### src/rtl/fetch_pkg.sv
// Shared types for the instruction prefetch queue.
// Widths match the CPU's instruction bus.
package fetch_pkg;

  localparam int CPU_ADDR_W = 9;
  localparam int CPU_DATA_W = 16;

  localparam logic [CPU_DATA_W-1:0] NOP_INST = '0;

  typedef struct packed {
    logic [CPU_ADDR_W-1:0] pc;
    logic [CPU_DATA_W-1:0] inst;
  } fq_entry_t;

endpackage

### src/rtl/fetch_queue_if.sv
// Fetch queue bus: memory request/response, redirect and decode handshake.
// master is the queue side, slave is the surrounding pipeline.
interface fetch_queue_if
  import fetch_pkg::*;
#(
  parameter int ADDR_W = CPU_ADDR_W,
  parameter int DATA_W = CPU_DATA_W,
  parameter int DEPTH  = 4
);
  localparam int CW = $clog2(DEPTH) + 1;

  logic              flush;
  logic [ADDR_W-1:0] flush_pc;
  logic              req_valid;
  logic [ADDR_W-1:0] req_addr;
  logic [DATA_W-1:0] mem_data;
  logic              out_valid;
  logic              out_ready;
  logic [DATA_W-1:0] out_inst;
  logic [ADDR_W-1:0] out_pc;
  logic [CW-1:0]     count;

  modport master (
    input  flush, flush_pc, mem_data, out_ready,
    output req_valid, req_addr, out_valid,
    output out_inst, out_pc, count
  );

  modport slave (
    output flush, flush_pc, mem_data, out_ready,
    input  req_valid, req_addr, out_valid,
    input  out_inst, out_pc, count
  );

endinterface

### src/rtl/fq_storage.sv
// Register array for queued {pc, inst} entries.
// Synchronous write, asynchronous read, no reset.
module fq_storage
  import fetch_pkg::*;
#(
  parameter int  DEPTH   = 4,
  parameter type entry_t = fq_entry_t,
  localparam int PW      = $clog2(DEPTH)
) (
  input  logic          clk,
  input  logic          we,
  input  logic [PW-1:0] waddr,
  input  entry_t        wdata,
  input  logic [PW-1:0] raddr,
  output entry_t        rdata
);

  entry_t mem [DEPTH];

  always_ff @(posedge clk) begin
    if (we) mem[waddr] <= wdata;
  end

  assign rdata = mem[raddr];

endmodule

### src/rtl/fetch_queue.sv
// Instruction prefetch queue: owns fetch PC, issues reads,
// buffers responses for decode, flushes on redirect.
module fetch_queue
  import fetch_pkg::*;
#(
  parameter int DEPTH  = 4,
  parameter int ADDR_W = CPU_ADDR_W,
  parameter int DATA_W = CPU_DATA_W
) (
  input logic         clk,
  input logic         reset,
  fetch_queue_if.master bus
);

  localparam int PW = $clog2(DEPTH);
  localparam int CW = PW + 1;
  localparam int OW = CW + 1;

  typedef struct packed {
    logic [ADDR_W-1:0] pc;
    logic [DATA_W-1:0] inst;
  } entry_t;

  logic [ADDR_W-1:0] fetch_pc;
  logic [ADDR_W-1:0] resp_pc;
  logic              resp_pending;
  logic [PW-1:0]     head;
  logic [PW-1:0]     tail;
  logic [CW-1:0]     count;
  logic [OW-1:0]     occ;
  logic              valid;
  logic              pop;
  logic              push;
  logic              issue;
  entry_t            wdata;
  entry_t            rdata;

  assign valid = (count != '0);
  assign pop   = valid & bus.out_ready & ~bus.flush;
  assign push  = resp_pending & ~bus.flush;

  // Slots already committed plus the one in flight, with pop credit.
  assign occ   = OW'(count) + OW'(resp_pending) - OW'(pop);
  assign issue = ~reset & ~bus.flush & (occ < OW'(DEPTH));

  always_ff @(posedge clk or posedge reset) begin
    if (reset) begin
      fetch_pc     <= '0;
      resp_pc      <= '0;
      resp_pending <= 1'b0;
      head         <= '0;
      tail         <= '0;
      count        <= '0;
    end else if (bus.flush) begin
      fetch_pc     <= bus.flush_pc;
      resp_pending <= 1'b0;
      head         <= '0;
      tail         <= '0;
      count        <= '0;
    end else begin
      resp_pending <= issue;
      if (issue) begin
        fetch_pc <= fetch_pc + 1'b1;
        resp_pc  <= fetch_pc;
      end
      if (push) tail <= tail + 1'b1;
      if (pop)  head <= head + 1'b1;
      count <= count + CW'(push) - CW'(pop);
    end
  end

  assign wdata = '{pc: resp_pc, inst: bus.mem_data};

  fq_storage #(
    .DEPTH   (DEPTH),
    .entry_t (entry_t)
  ) u_storage (
    .clk   (clk),
    .we    (push),
    .waddr (tail),
    .wdata (wdata),
    .raddr (head),
    .rdata (rdata)
  );

  assign bus.req_valid = issue;
  assign bus.req_addr  = fetch_pc;
  assign bus.out_valid = valid;
  assign bus.out_inst  = valid ? rdata.inst : DATA_W'(NOP_INST);
  assign bus.out_pc    = valid ? rdata.pc : '0;
  assign bus.count     = count;

  a_no_push_full: assert property (
    @(posedge clk) disable iff (reset)
    !(push && count == CW'(DEPTH))
  );

  a_no_pop_empty: assert property (
    @(posedge clk) disable iff (reset)
    !(pop && count == '0)
  );

endmodule

### src/flat_wrapper.sv
// flat-port wrapper written by rule: the top's interface ports become plain ports
module fetch_queue_flat import fetch_pkg::*;
#(
  parameter int DEPTH  = 4,
  parameter int ADDR_W = CPU_ADDR_W,
  parameter int DATA_W = CPU_DATA_W
)
  (clk, reset, bus_flush, bus_flush_pc, bus_mem_data, bus_out_ready, bus_req_valid, bus_req_addr, bus_out_valid, bus_out_inst, bus_out_pc, bus_count);
  fetch_queue_if #(.ADDR_W(ADDR_W), .DATA_W(DATA_W), .DEPTH(DEPTH)) bus_i ();
  input logic clk;
  input logic reset;
  input wire logic [$bits(bus_i.flush)-1:0] bus_flush;
  input wire logic [$bits(bus_i.flush_pc)-1:0] bus_flush_pc;
  input wire logic [$bits(bus_i.mem_data)-1:0] bus_mem_data;
  input wire logic [$bits(bus_i.out_ready)-1:0] bus_out_ready;
  output wire logic [$bits(bus_i.req_valid)-1:0] bus_req_valid;
  output wire logic [$bits(bus_i.req_addr)-1:0] bus_req_addr;
  output wire logic [$bits(bus_i.out_valid)-1:0] bus_out_valid;
  output wire logic [$bits(bus_i.out_inst)-1:0] bus_out_inst;
  output wire logic [$bits(bus_i.out_pc)-1:0] bus_out_pc;
  output wire logic [$bits(bus_i.count)-1:0] bus_count;
  assign bus_i.flush = bus_flush;
  assign bus_i.flush_pc = bus_flush_pc;
  assign bus_i.mem_data = bus_mem_data;
  assign bus_i.out_ready = bus_out_ready;
  assign bus_req_valid = bus_i.req_valid;
  assign bus_req_addr = bus_i.req_addr;
  assign bus_out_valid = bus_i.out_valid;
  assign bus_out_inst = bus_i.out_inst;
  assign bus_out_pc = bus_i.out_pc;
  assign bus_count = bus_i.count;
  fetch_queue #(.DEPTH(DEPTH), .ADDR_W(ADDR_W), .DATA_W(DATA_W)) u_core (.clk(clk), .reset(reset), .bus(bus_i));
endmodule
### config.mk
export PLATFORM = sky130hd
export DESIGN_NAME = fetch_queue_flat
export DESIGN_NICKNAME = d
export VERILOG_FILES = /design/src/rtl/fetch_pkg.sv /design/src/rtl/fetch_queue_if.sv /design/src/rtl/fq_storage.sv /design/src/rtl/fetch_queue.sv /design/src/flat_wrapper.sv
export SDC_FILE = /design/constraint.sdc
export NUM_CORES = 1
export LEC_CHECK = 0
export ABC_CLOCK_PERIOD_IN_PS = 4800
export CORE_UTILIZATION = 59
export CTS_CLUSTER_DIAMETER = 50
export DETAILED_ROUTE_END_ITERATION = 8
export PLACE_DENSITY_LB_ADDON = 0.08
export SYNTH_ARGS = -nofsm -noshare
export SYNTH_HDL_FRONTEND = slang
export SYNTH_SLANG_ARGS = --single-unit
### constraint.sdc
create_clock -name clk -period 4.8 [get_ports clk]
set_clock_uncertainty 0.05 [all_clocks]
set_input_delay 0.72 -clock clk [delete_from_list [all_inputs] [get_ports clk]]
set_output_delay 0.72 -clock clk [all_outputs]
set_load 0.02 [all_outputs]
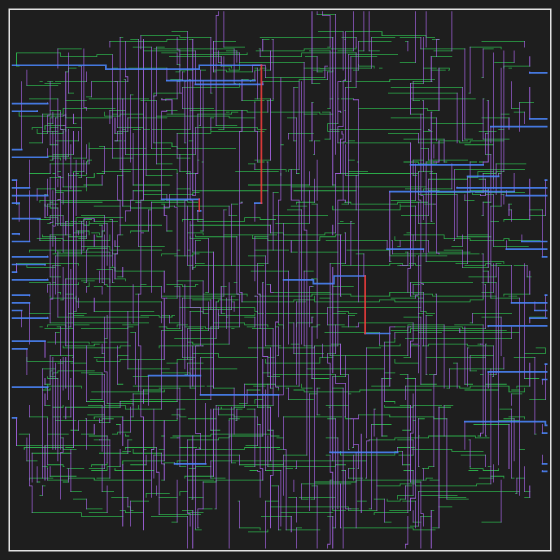
Figure 1: signal wires by layer.
[red] metal 4 | wire length: 36.7 um
[blue] metal 3 | wire length: 377 um
[green] metal 1 | wire length: 3920 um
[purple] metal 2 | wire length: 4980 um

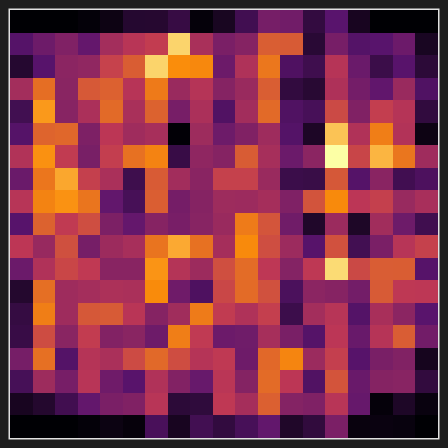
Figure 2: signal metal coverage by tile.
19 x 19 tiles, from black (low) to pale yellow (high), scaled to the fullest tile. Values are wire area over tile area, all layers added.
fullest tile: 0.40
mean over tiles: 0.16
nearly empty tiles: 4.4%
tiles over half the peak: 28%
detail-routed net length per standard cell: 18.92 um
wire length after detailed routing: 9311 um
GRT Util Overall: 22.52%

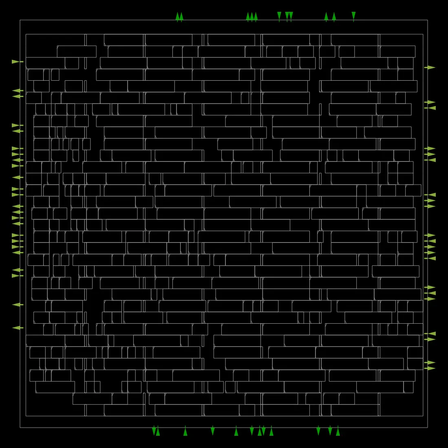
Figure 3: cell outlines without signal wires.
fin cells: 492
total number of sequential cells: 126
FP Rows: 33
fraction of area in registers: 55.86%
tapcell count: 105

==> run notes <==
The run finished with clean final reports. Clock-pin slew reported for the worst setup and hold paths after clock tree synthesis: 0.05 ns. The area share of fa/ha/maj cells after synthesis is 2.554%, and the pre-placement core utilization is 61.96%.

After the first detailed-routing iteration, the DRC count stood at 135. For the post-detailed-route count of antenna-violating nets, the log shows 0. The global routing usage on met1 is 27.23%.

The root buffer cell chosen for the clock tree is clkbuf_8. The placed cell area is 0.005997 mm2, and the share of cells above drive strength 1 is 17.83%. TritonCTS built the clock tree. According to the timing report, the data required time at the worst endpoint equals 4.03 ns. The maximum net fanout on the critical path is 4, and the number of remaining DRC errors is 0. In the global route stage, met3 resource usage came out at 5.529%. Note, the detailed placer reported a final HPWL of 5502 um.

In this run, placement finished with an instance count of 460. The worst path uses 88.93% of the clock period. The worst register-to-register path has a depth of 11.

Summing the areas of all and, or, nand and nor instances in the mapped netlist gives 7.637% of the synthesized area. The core region is 0.008382 mm2. The worst setup path is launched from an input pin. The proportion of register bits with asynchronous set or reset after synthesis came out at 20.63%. The layout has 9 inverters outside the clock class. The final antenna diode tally reported by the flow is 0.

With the filler cell count at 487, the maximum buffer depth of the clock tree is 2. Most frequent cell after synthesis: edfxtp_1. For the multi-input combinational cell area, the log shows 0.001446 mm2.

Of the total synthesized cell area, the portion taken by AND-OR and OR-AND cells is 2.602%. Summed over all combinational cells, the power is 1.05 mW. The run gives 2939 for the via count of the first global-routing pass. Post-CTS timing repair inserted 0 buffers for setup.

In the routed layout, each cell is associated on average with a via count of 5.628. The yosys stat cell total came out at 293. The length of routed wiring on met1 came out at 3920 um. The final report gives the core utilization as 78.06%.

The tools report the startpoint of the worst register-to-register path as u_core.bus.count[1]$_DFF_PP0_. The detailed router reports a met3 wire length of 377 um. The run gives 3 for the number of buffers and inverters on the critical path. Critical path endpoint category: an output port. Broken down by cell family, the worst path's largest delay share belongs to buffers and inverters. Per the synthesis report, the number of distinct cell types is 36. The type recorded for the worst min-delay path is reg2reg. Cell type contributing the most total cell area after synthesis: edfxtp_1. The completed layout was analyzed and its total power is 3.692 mW. Clock cells make up 8.338% of the layout cell area. The setup slack on the worst flop-to-flop path is 1.52 ns. The area growth from synthesis to layout is 25.97%. The post-route worst setup slack was 0.5312 ns; the count of cells resized by post-cts repair was 0. The run gives 68 for the number of I/O pins.

With the power in the clock group at 1.15 mW, the chip footprint is 0.009182 mm2. Per the OpenROAD power report, switching power amounts to 1.076 mW. Ranked by instance count, the synthesized netlist is headed by 100 x edfxtp_1, 30 x and2_1, 26 x dfrtp_1.

With the highest clock frequency the design can meet at 234.3 MHz, the area used by sequential logic in the layout is 0.003655 mm2. Summed over all cells, the static leakage comes to 2.269 nW. Of the synthesized area, sequential elements account for 70.34%. The capture point of the worst register-to-register path is recorded as u_core.resp_pc[4]$_DFFE_PP0P_.

Before any placement, the netlist area is recorded as 0.005194 mm2. The final hold slack is 0.4633 ns, and the clock network power share is 31.2%. From left edge to right edge, the die measures 95.83 um. The share of total power consumed by net switching works out to 29.14%. The main area contributors are edfxtp_1 58%, dfrtp_1 13%, mux4_2 11%, and2_1 3.6%, ha_1 2.2%. The number of optimization iterations in the first detailed-route pass is 4, and the maximum cell stage delay along the critical path is 0.64 ns. The area fraction of the largest cell type after synthesis is 57.82%.

The number of slew-limit violations in the final report is 0.
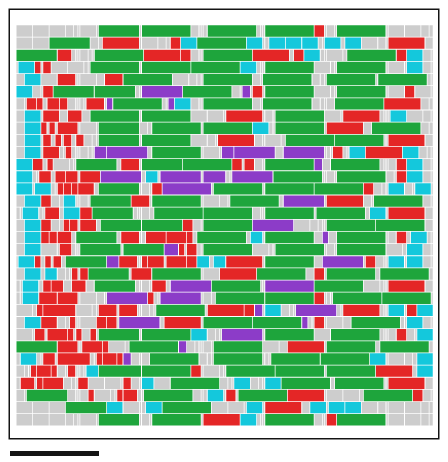
Figure 4: placement by cell class.
Scale bar: 20 um. Fill, decap, tap and diode cells in gray.
[purple] clock drivers and dummy loads | cells: 32
[red] combinational and other logic | cells: 154
[green] sequential cells | cells: 126
[cyan] remaining buffers and delay cells | cells: 75

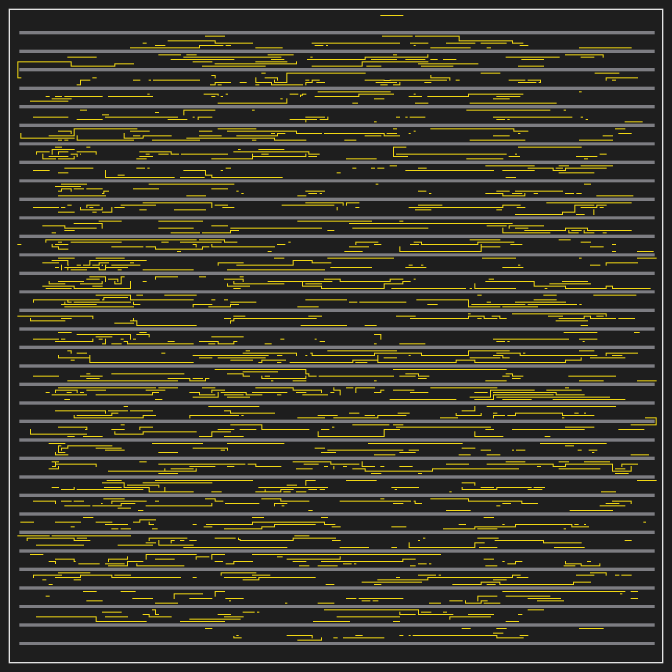
Figure 5: metal 1.
Supply wires on this layer in gray.
nets with wire on the layer: 360
main direction: horizontal
wire length on this layer: 3920 um

==> cells in the final DEF (no fill, tap or decap), types with 2 or more instances in the layout <==
master           instances
clkbuf_1                 2
nor2_1                   9
a22oi_1                  2
inv_1                    9
mux4_2                  25
mux2_1                   6
clkinv_1                 2
a221o_1                  2
nand3_1                  4
xnor2_1                  7
xor2_1                   3
nand2_1                 12
a21oi_1                  3
edfxtp_1               100
nor2b_1                  6
mux2_2                   3
clkbuf_16               16
nand4_1                  2
buf_4                    8
clkinv_2                 5
clkinvlp_4               3
nor3b_1                  2
dfrtp_1                 25
o21ai_1                  6
mux2i_1                  3
clkdlybuf4s50_1         67
bufinv_16                2
and2_1                  30
ha_1                     9
Power figures rest on the tool's default switching activity, not on a simulated workload.
